**Run 1: routing congestion**

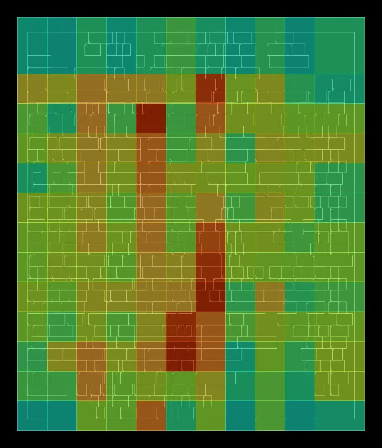
**Run 1: cell classes on the final placement**

(4 px per um)
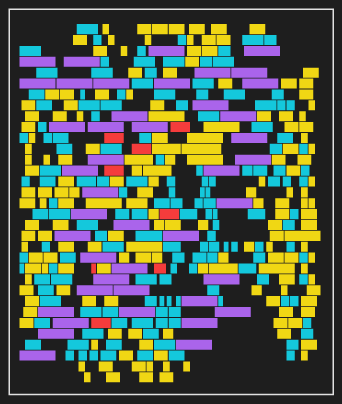
**Run 1: the metal 1 layer**

(4 px per um)
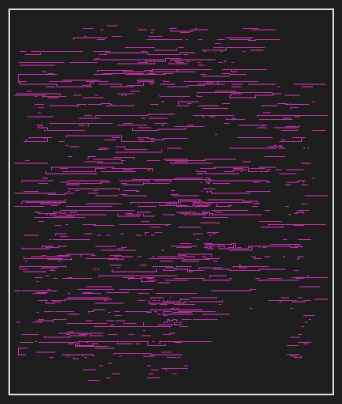
`config.mk`:
```
export PLATFORM = sky130hd
export DESIGN_NAME = cache_mem_arbiter
export DESIGN_NICKNAME = d
export VERILOG_FILES = /design/src/rtl/cache_mem_arbiter_pkg.sv /design/src/rtl/cache_mem_arbiter_fill_sequencer.sv /design/src/rtl/cache_mem_arbiter.sv
export SDC_FILE = /design/constraint.sdc
export NUM_CORES = 1
export LEC_CHECK = 0
export CAP_MARGIN = 20
export CORE_ASPECT_RATIO = 1.2
export CORE_MARGIN = 2
export CORE_UTILIZATION = 34
export CTS_CLUSTER_SIZE = 12
export DETAILED_ROUTE_END_ITERATION = 8
export PLACE_DENSITY = 0.71
export SLEW_MARGIN = 10
export SYNTH_ARGS = -nofsm -noshare
export SYNTH_HDL_FRONTEND = slang
export SYNTH_SLANG_ARGS = --single-unit
```
`constraint.sdc`:
```
create_clock -name clk -period 1.6 [get_ports clk]
set_input_delay 0.16 -clock clk [delete_from_list [all_inputs] [get_ports clk]]
set_output_delay 0.16 -clock clk [all_outputs]
set_load 0.01 [all_outputs]
```
`src/rtl/cache_mem_arbiter_pkg.sv`:
```
// rtl/cache_mem_arbiter_pkg.sv - shared constants and state encoding for cache_mem_arbiter
package cache_pkg;

  localparam int WORDS          = 8;
  localparam int LATENCY        = 4;
  localparam int BLOCK_OFFSET_W = 4;
  localparam int WORD_SEL_W     = 3;

  localparam logic [WORD_SEL_W-1:0] LAST_WORD = WORD_SEL_W'(WORDS - 1);

  typedef logic [1:0] state_t;

  localparam state_t IDLE  = 2'd0;
  localparam state_t FILL  = 2'd1;
  localparam state_t WRITE = 2'd2;

endpackage

```
`src/rtl/cache_mem_arbiter_fill_sequencer.sv`:
```
// rtl/cache_mem_arbiter_fill_sequencer.sv - block fill issue/receive counters, address generation, done detection
module fill_sequencer
  import cache_pkg::*;
#(
  parameter int ADDR_W = 16
) (
  input  logic                             clk,
  input  logic                             rst,
  input  logic                             start,
  input  logic                             active,
  input  logic                             mem_data_valid,
  input  logic [ADDR_W-BLOCK_OFFSET_W-1:0] base_blk,
  output logic                             issue_en,
  output logic [ADDR_W-1:0]                issue_addr,
  output logic [WORD_SEL_W-1:0]            recv_word,
  output logic                             rx_valid,
  output logic                             done
);

  // Extra top bit marks "all words issued" so issue stops after the last word.
  logic [WORD_SEL_W:0]   issue_q, issue_d;
  logic [WORD_SEL_W-1:0] recv_q, recv_d;

  assign issue_en   = active & ~issue_q[WORD_SEL_W];
  assign issue_addr = {base_blk, issue_q[WORD_SEL_W-1:0], 1'b0};
  assign rx_valid   = active & mem_data_valid;
  assign done       = rx_valid & (recv_q == LAST_WORD);
  assign recv_word  = active ? recv_q : '0;

  always_comb begin
    issue_d = issue_q;
    recv_d  = recv_q;
    if (start) begin
      issue_d = '0;
      recv_d  = '0;
    end else begin
      if (issue_en) issue_d = issue_q + 1'b1;
      if (rx_valid) recv_d = recv_q + 1'b1;
    end
  end

  always_ff @(posedge clk or posedge rst) begin
    if (rst) begin
      issue_q <= '0;
      recv_q  <= '0;
    end else begin
      issue_q <= issue_d;
      recv_q  <= recv_d;
    end
  end

endmodule

```
`src/rtl/cache_mem_arbiter.sv`:
```
// rtl/cache_mem_arbiter.sv - shares memory4c between I-fill, D-fill and D write-through
// ARB_ROUND_ROBIN_EN: alternate winners on simultaneous requests instead of fixed D-over-I.
module cache_mem_arbiter
  import cache_pkg::*;
#(
  parameter int ADDR_W = 16,
  parameter int DATA_W = 16
) (
  input  logic                  clk,
  input  logic                  rst,
  input  logic                  i_req,
  input  logic [ADDR_W-1:0]     i_addr,
  output logic                  i_grant,
  output logic                  i_data_valid,
  output logic                  i_done,
  input  logic                  d_req,
  input  logic                  d_wr,
  input  logic [ADDR_W-1:0]     d_addr,
  input  logic [DATA_W-1:0]     d_wdata,
  output logic                  d_grant,
  output logic                  d_data_valid,
  output logic                  d_done,
  output logic [WORD_SEL_W-1:0] fill_word,
  output logic [DATA_W-1:0]     fill_data,
  output logic [ADDR_W-1:0]     mem_addr,
  output logic [DATA_W-1:0]     mem_wdata,
  output logic                  mem_enable,
  output logic                  mem_wr,
  input  logic [DATA_W-1:0]     mem_rdata,
  input  logic                  mem_data_valid
);

  state_t            state_q, state_d;
  logic              i_grant_q, i_grant_d;
  logic              d_grant_q, d_grant_d;
  logic [ADDR_W-1:0] addr_q, addr_d;
  logic [DATA_W-1:0] wdata_q, wdata_d;
  logic              start, prefer_d, d_wins;
  logic              in_fill, in_write;
  logic              issue_en, rx_valid, fill_done;
  logic [ADDR_W-1:0] issue_addr;

`ifdef ARB_ROUND_ROBIN_EN
  logic last_d_q, last_d_d;

  assign prefer_d = ~last_d_q;

  always_comb begin
    last_d_d = last_d_q;
    if (start) last_d_d = d_grant_d;
  end

  always_ff @(posedge clk or posedge rst) begin
    if (rst) last_d_q <= 1'b0;
    else     last_d_q <= last_d_d;
  end
`else
  assign prefer_d = 1'b1;
`endif

  assign d_wins   = d_req & (~i_req | prefer_d);
  assign in_fill  = (state_q == FILL);
  assign in_write = (state_q == WRITE);

  // Address and write data are captured at grant so requester changes afterwards are ignored.
  always_comb begin
    state_d   = state_q;
    i_grant_d = i_grant_q;
    d_grant_d = d_grant_q;
    addr_d    = addr_q;
    wdata_d   = wdata_q;
    start     = 1'b0;
    case (state_q)
      IDLE: begin
        if (d_wins) begin
          d_grant_d = 1'b1;
          addr_d    = d_addr;
          wdata_d   = d_wdata;
          state_d   = d_wr ? WRITE : FILL;
          start     = 1'b1;
        end else if (i_req) begin
          i_grant_d = 1'b1;
          addr_d    = i_addr;
          state_d   = FILL;
          start     = 1'b1;
        end
      end
      FILL: begin
        if (fill_done) begin
          i_grant_d = 1'b0;
          d_grant_d = 1'b0;
          state_d   = IDLE;
        end
      end
      WRITE: begin
        d_grant_d = 1'b0;
        state_d   = IDLE;
      end
      default: begin
        i_grant_d = 1'b0;
        d_grant_d = 1'b0;
        state_d   = IDLE;
      end
    endcase
  end

  always_ff @(posedge clk or posedge rst) begin
    if (rst) begin
      state_q   <= IDLE;
      i_grant_q <= 1'b0;
      d_grant_q <= 1'b0;
      addr_q    <= '0;
      wdata_q   <= '0;
    end else begin
      state_q   <= state_d;
      i_grant_q <= i_grant_d;
      d_grant_q <= d_grant_d;
      addr_q    <= addr_d;
      wdata_q   <= wdata_d;
    end
  end

  fill_sequencer #(.ADDR_W(ADDR_W)) u_fill_sequencer (
    .clk            (clk),
    .rst            (rst),
    .start          (start),
    .active         (in_fill),
    .mem_data_valid (mem_data_valid),
    .base_blk       (addr_q[ADDR_W-1:BLOCK_OFFSET_W]),
    .issue_en       (issue_en),
    .issue_addr     (issue_addr),
    .recv_word      (fill_word),
    .rx_valid       (rx_valid),
    .done           (fill_done)
  );

  always_comb begin
    mem_enable = (in_fill & issue_en) | in_write;
    mem_wr     = in_write;
    mem_addr   = '0;
    if (in_write)                mem_addr = addr_q;
    else if (in_fill & issue_en) mem_addr = issue_addr;
    mem_wdata  = in_write ? wdata_q : '0;
    fill_data  = in_fill ? mem_rdata : '0;
  end

  assign i_grant      = i_grant_q;
  assign d_grant      = d_grant_q;
  assign i_data_valid = rx_valid & i_grant_q;
  assign d_data_valid = rx_valid & d_grant_q;
  assign i_done       = fill_done & i_grant_q;
  assign d_done       = (fill_done & d_grant_q) | in_write;

endmodule

```
==> results.txt, run 1 <==
impl run done, here's what came out: transition time of the tightest slew-check pin 0.371 ns, max-cap violation count 0, tally of buffers added on design ports 128, leading cell type by number of instances after synthesis dfrtp_1, R2R Setup Slk -0.04 ns, floorplan-stage core utilization 35.1%, maximum number of pins on one net before global-route repair 29, post-route insts no fill 453, number of levels the H-tree was split into 2, Comb power frac 57.6%, critical path capture point type primary output, combinational-cell power consumption 3.67 mW, Root Buffer clkbuf_8, setup violation total in the final timing report 69, status finished, violations left, area fraction in full adders, half adders and majority gates 1.57%, unrepaired setup endpoints after global routing yes, y dimension of the die 95.9 um, violations in the final reports setup timing, M1 WL 2800 um, layout cell share with drive strength beyond 1 47.8%, top area contributor share 45.0%, Syn-to-layout area delta 81.0%, power density relative to cell area 1470 mW/mm^2, final HPWL from detailed placement 4650 um, GRT Max-Usage Layer met2, max_slew headroom 75.2%, dpl cells 426, Floorplan Nets 279, comb area leader multiplexers, tool warnings 28, final number of hold-violating endpoints 0, drc violations 0, largest area contributor in the synthesized netlist dfrtp_1, overall global routing resource usage 17.2%, flip-flop and latch area 0.00108 mm^2, most common cell after layout, fill and taps aside clkdlybuf4s50_1, Crit Path Class register to primary output, synthesis-stage register bit count 43, post-place instance area 0.00389 mm^2, worst flop-to-flop path endpoint addr_q[7]$_DFFE_PP0P_, setup slack after layout -0.160 ns, clock slew at the register clock pins of the worst setup and hold paths 0.08 ns, Yosys Chip Area 0.00239 mm^2, total CTS buffers 5, proportion of synthesized flip-flops having asynchronous set or reset 100%, switching power total 2.06 mW, complex-gate fraction of the synthesized area 4.86%, Worst R2R Path Depth 6, antenna violations before repair 0, portion of the clock cycle consumed by the worst path in the final layout 110%, post-cts hold-fix buffer tally 0
-- 'routing congestion' (at the start) --
Final Util: 63.6%
met2 GRT Util: 30.2%

-- 'cell classes on the final placement' (at the start) --
Key: remaining logic cells = cyan [cells 149, share of their area 33%]; sequential cells = purple [cells 43, share of their area 25%]; remaining buffers and delay cells = yellow [cells 166, share of their area 39%]; clock drivers and dummy loads = red [cells 8, share of their area 2.3%]
share of cell area taken by flip-flops and latches: 24.8%
core area: 0.00681 mm^2
Non-Filler Cell Area, Final: 0.00433 mm^2
number of placement rows: 33

-- 'the metal 1 layer' (at the start) --
The wires run mostly horizontal. The layer holds 39% of the routed length.
routing usage on met1: 19.9%
total wire length: 7180 um
DR vias: 2,146

==> run 1: state kept, by name, summed over array words and instances, names as in the netlist <==
signal / count
state_q: 2
addr_q: 16
i_grant: 1
wdata_q: 16
d_grant: 1
u_fill_sequencer.issue_q: 4
u_fill_sequencer.recv_q: 3
==> run 1: critical path: stages (launching register included) <==
cell and delay [ns]:
dfrtp_1 0.43, buf_6 0.14, and2b_4 0.30, buf_12 0.12, and4_1 0.19, buf_2 0.13
==> run 1: final cells by class <==
| class | instances | share of cell area [%] |
|---|---|---|
| timing repair buffer | 166 | 38.0 |
| clock buffer | 7 | 1.99 |
| sequential | 43 | 24.8 |
| inverter | 4 | 0.347 |
| clock inverter | 1 | 0.202 |
| multi-input combinational | 145 | 32.1 |
| tap | 87 | 2.51 |
**Run 1: cell sizes after repair**

(4 px per um)
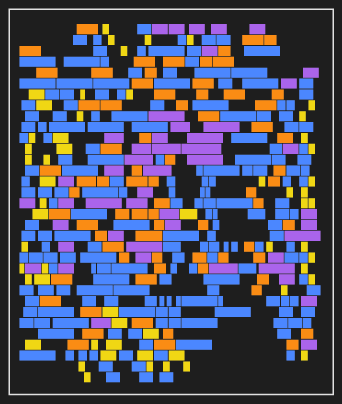

==> run 1 -> run 2 <==
--- a/config.mk
+++ b/config.mk
@@ -5,13 +5,14 @@
 export SDC_FILE = /design/constraint.sdc
 export NUM_CORES = 1
 export LEC_CHECK = 0
+export ABC_CLOCK_PERIOD_IN_PS = 1600
 export CAP_MARGIN = 20
 export CORE_ASPECT_RATIO = 1.2
 export CORE_MARGIN = 2
-export CORE_UTILIZATION = 34
+export CORE_UTILIZATION = 35
 export CTS_CLUSTER_SIZE = 12
 export DETAILED_ROUTE_END_ITERATION = 8
-export PLACE_DENSITY = 0.71
+export PLACE_DENSITY = 0.73
 export SLEW_MARGIN = 10
 export SYNTH_ARGS = -nofsm -noshare
 export SYNTH_HDL_FRONTEND = slang
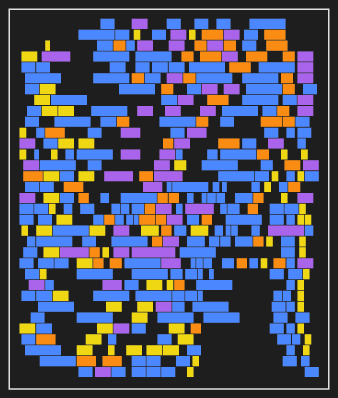
**Above:** run 2 (cell sizes after repair).
(4 px per um)
Key: x1 and smaller = blue [cells 194, most used clkdlybuf4s50_1]; x2 = yellow [cells 66, most used buf_2]; x6 and larger = purple [cells 51, most used buf_6]; x3 and x4 = orange [cells 54]
Non-Filler Cell Area, Final: 0.00420 mm^2
count of plain and timing-repair buffers in the layout: 165
Syn-to-layout area delta: 75.6%

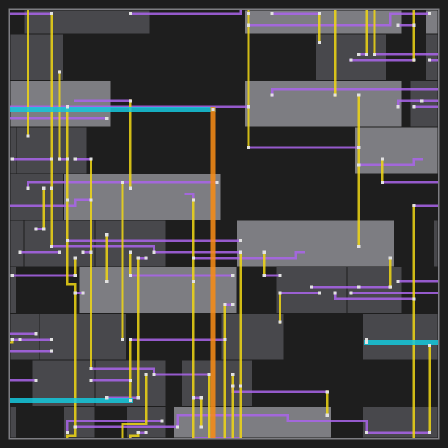
**Above:** run 2 (a small window of the routed layout).
Region (7, 58) to (32, 83) um. Cells in gray, sequential cells in the stronger gray; small squares are vias.
Key: M4 = orange; M3 = cyan; M2 = yellow; M1 = purple
28 logic cells have their middle in the window. Most frequent: dfrtp_1 (8), mux2_2 (6), clkdlybuf4s50_1 (3). Netlist names of flops here include `addr_q` (4), `wdata_q` (4). Sequential cells in the window: 8.

==> run 2 against run 1 <==
- critical endpoint is now mem_wdata[4]
- first-iteration DRC count rose by 32%
- largest power group unchanged
- worst setup slack improved by 0.049 ns
- highest routed layer unchanged
- hold slack improved by 0.068 ns
- the run still ends with setup timing left
- critical path type unchanged
- utilization fell by 1.1 points
- routed wire length fell by 10%
- register-to-register slack got worse by 0.04 ns
==> results.txt, run 2 <==
impl run done, here's what came out: unrepaired setup endpoints after global routing yes, proportion of synthesized flip-flops having asynchronous set or reset 100% (unchanged), post-cts hold-fix buffer tally 0 (unchanged), antenna violations before repair 0 (unchanged), critical path capture point type primary output, power density relative to cell area 1430 mW/mm^2 (-2.6%), largest area contributor in the synthesized netlist dfrtp_1, worst flop-to-flop path endpoint wdata_q[10]$_DFFE_PP0P_, combinational-cell power consumption 3.20 mW (-13%), setup violation total in the final timing report 85 (+23%), met2 GRT Util 29.1% (-1.1 points), leading cell type by number of instances after synthesis dfrtp_1, max-cap violation count 0 (unchanged), top area contributor share 45.0% (unchanged), number of levels the H-tree was split into 2 (unchanged), portion of the clock cycle consumed by the worst path in the final layout 107% (-3.1 points), biggest registers after layout addr_q x16, wdata_q x16, u_fill_sequencer.issue_q x4, post-place instance area 0.00390 mm^2 (+0.19%), layout cell share with drive strength beyond 1 46.8% (-0.96 points), switching power total 1.95 mW (-5.4%), Comb power frac 53.1% (-4.5 points), violations in the final reports setup timing, floorplan-stage core utilization 35.6% (+0.43 points), status finished, violations left, transition time of the tightest slew-check pin 0.321 ns (-0.0507 ns), post-route insts no fill 452 (-0.22%), Final Util 62.5% (-1.1 points), number of placement rows 33 (unchanged), DR vias 2,127 (-0.89%), setup slack after layout -0.111 ns (+0.0494 ns), final HPWL from detailed placement 4460 um (-4.2%), M1 WL 2530 um (-9.8%), dpl cells 427 (+0.23%), tally of buffers added on design ports 128 (unchanged), Yosys Chip Area 0.00239 mm^2 (unchanged), drc violations 0 (unchanged), synthesis-stage register bit count 43 (unchanged), maximum number of pins on one net before global-route repair 44 (+52%), y dimension of the die 94.6 um (-1.4%), total wire length 6430 um (-10%), Floorplan Nets 279 (unchanged), most common cell after layout, fill and taps aside clkdlybuf4s50_1
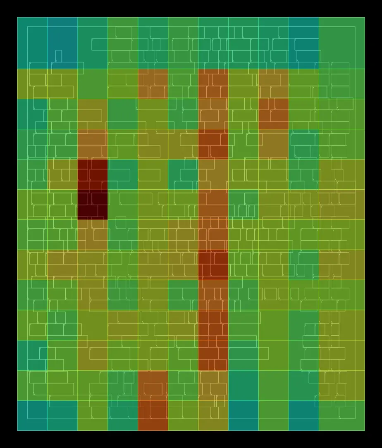
**Above:** run 2 (routing congestion).
GRT Max-Usage Layer: met2
overall global routing resource usage: 16.6%
routing usage on met1: 19.4%
post-DR wirelength/cell: 14.2 um

run 2: cell counts after synthesis:
No cell type changed its count.
run 2: final cells by class:
cell class,instances,area (um^2)
Inverter,4,15.0
Sequential cell,43,1080
Tap cell,87,109
Fill cell,574,2530
Clock buffer,6,82.6
Clock inverter,2,35.0
Timing Repair Buffer,165,1560
Multi-Input combinational cell,145,1330
run 2: cells by family after synthesis:
kind of cell	count (synthesis)	share of synthesized area, %
simple gates	75	19.5
mux	48	24.0
flops	43	45.0
buf+inv	18	4.02
compound gates	16	4.86
xor+xnor	3	1.10
fa+ha+maj	3	1.57
run 2: worst max-delay path: stages (launching register included):
cell and delay, ns:
dfrtp_1 0.41, and2b_4 0.29, buf_6 0.13, buf_6 0.12
buf_6 0.09, and2_4 0.13, buf_6 0.09
Power and IR drop assume default switching activity.
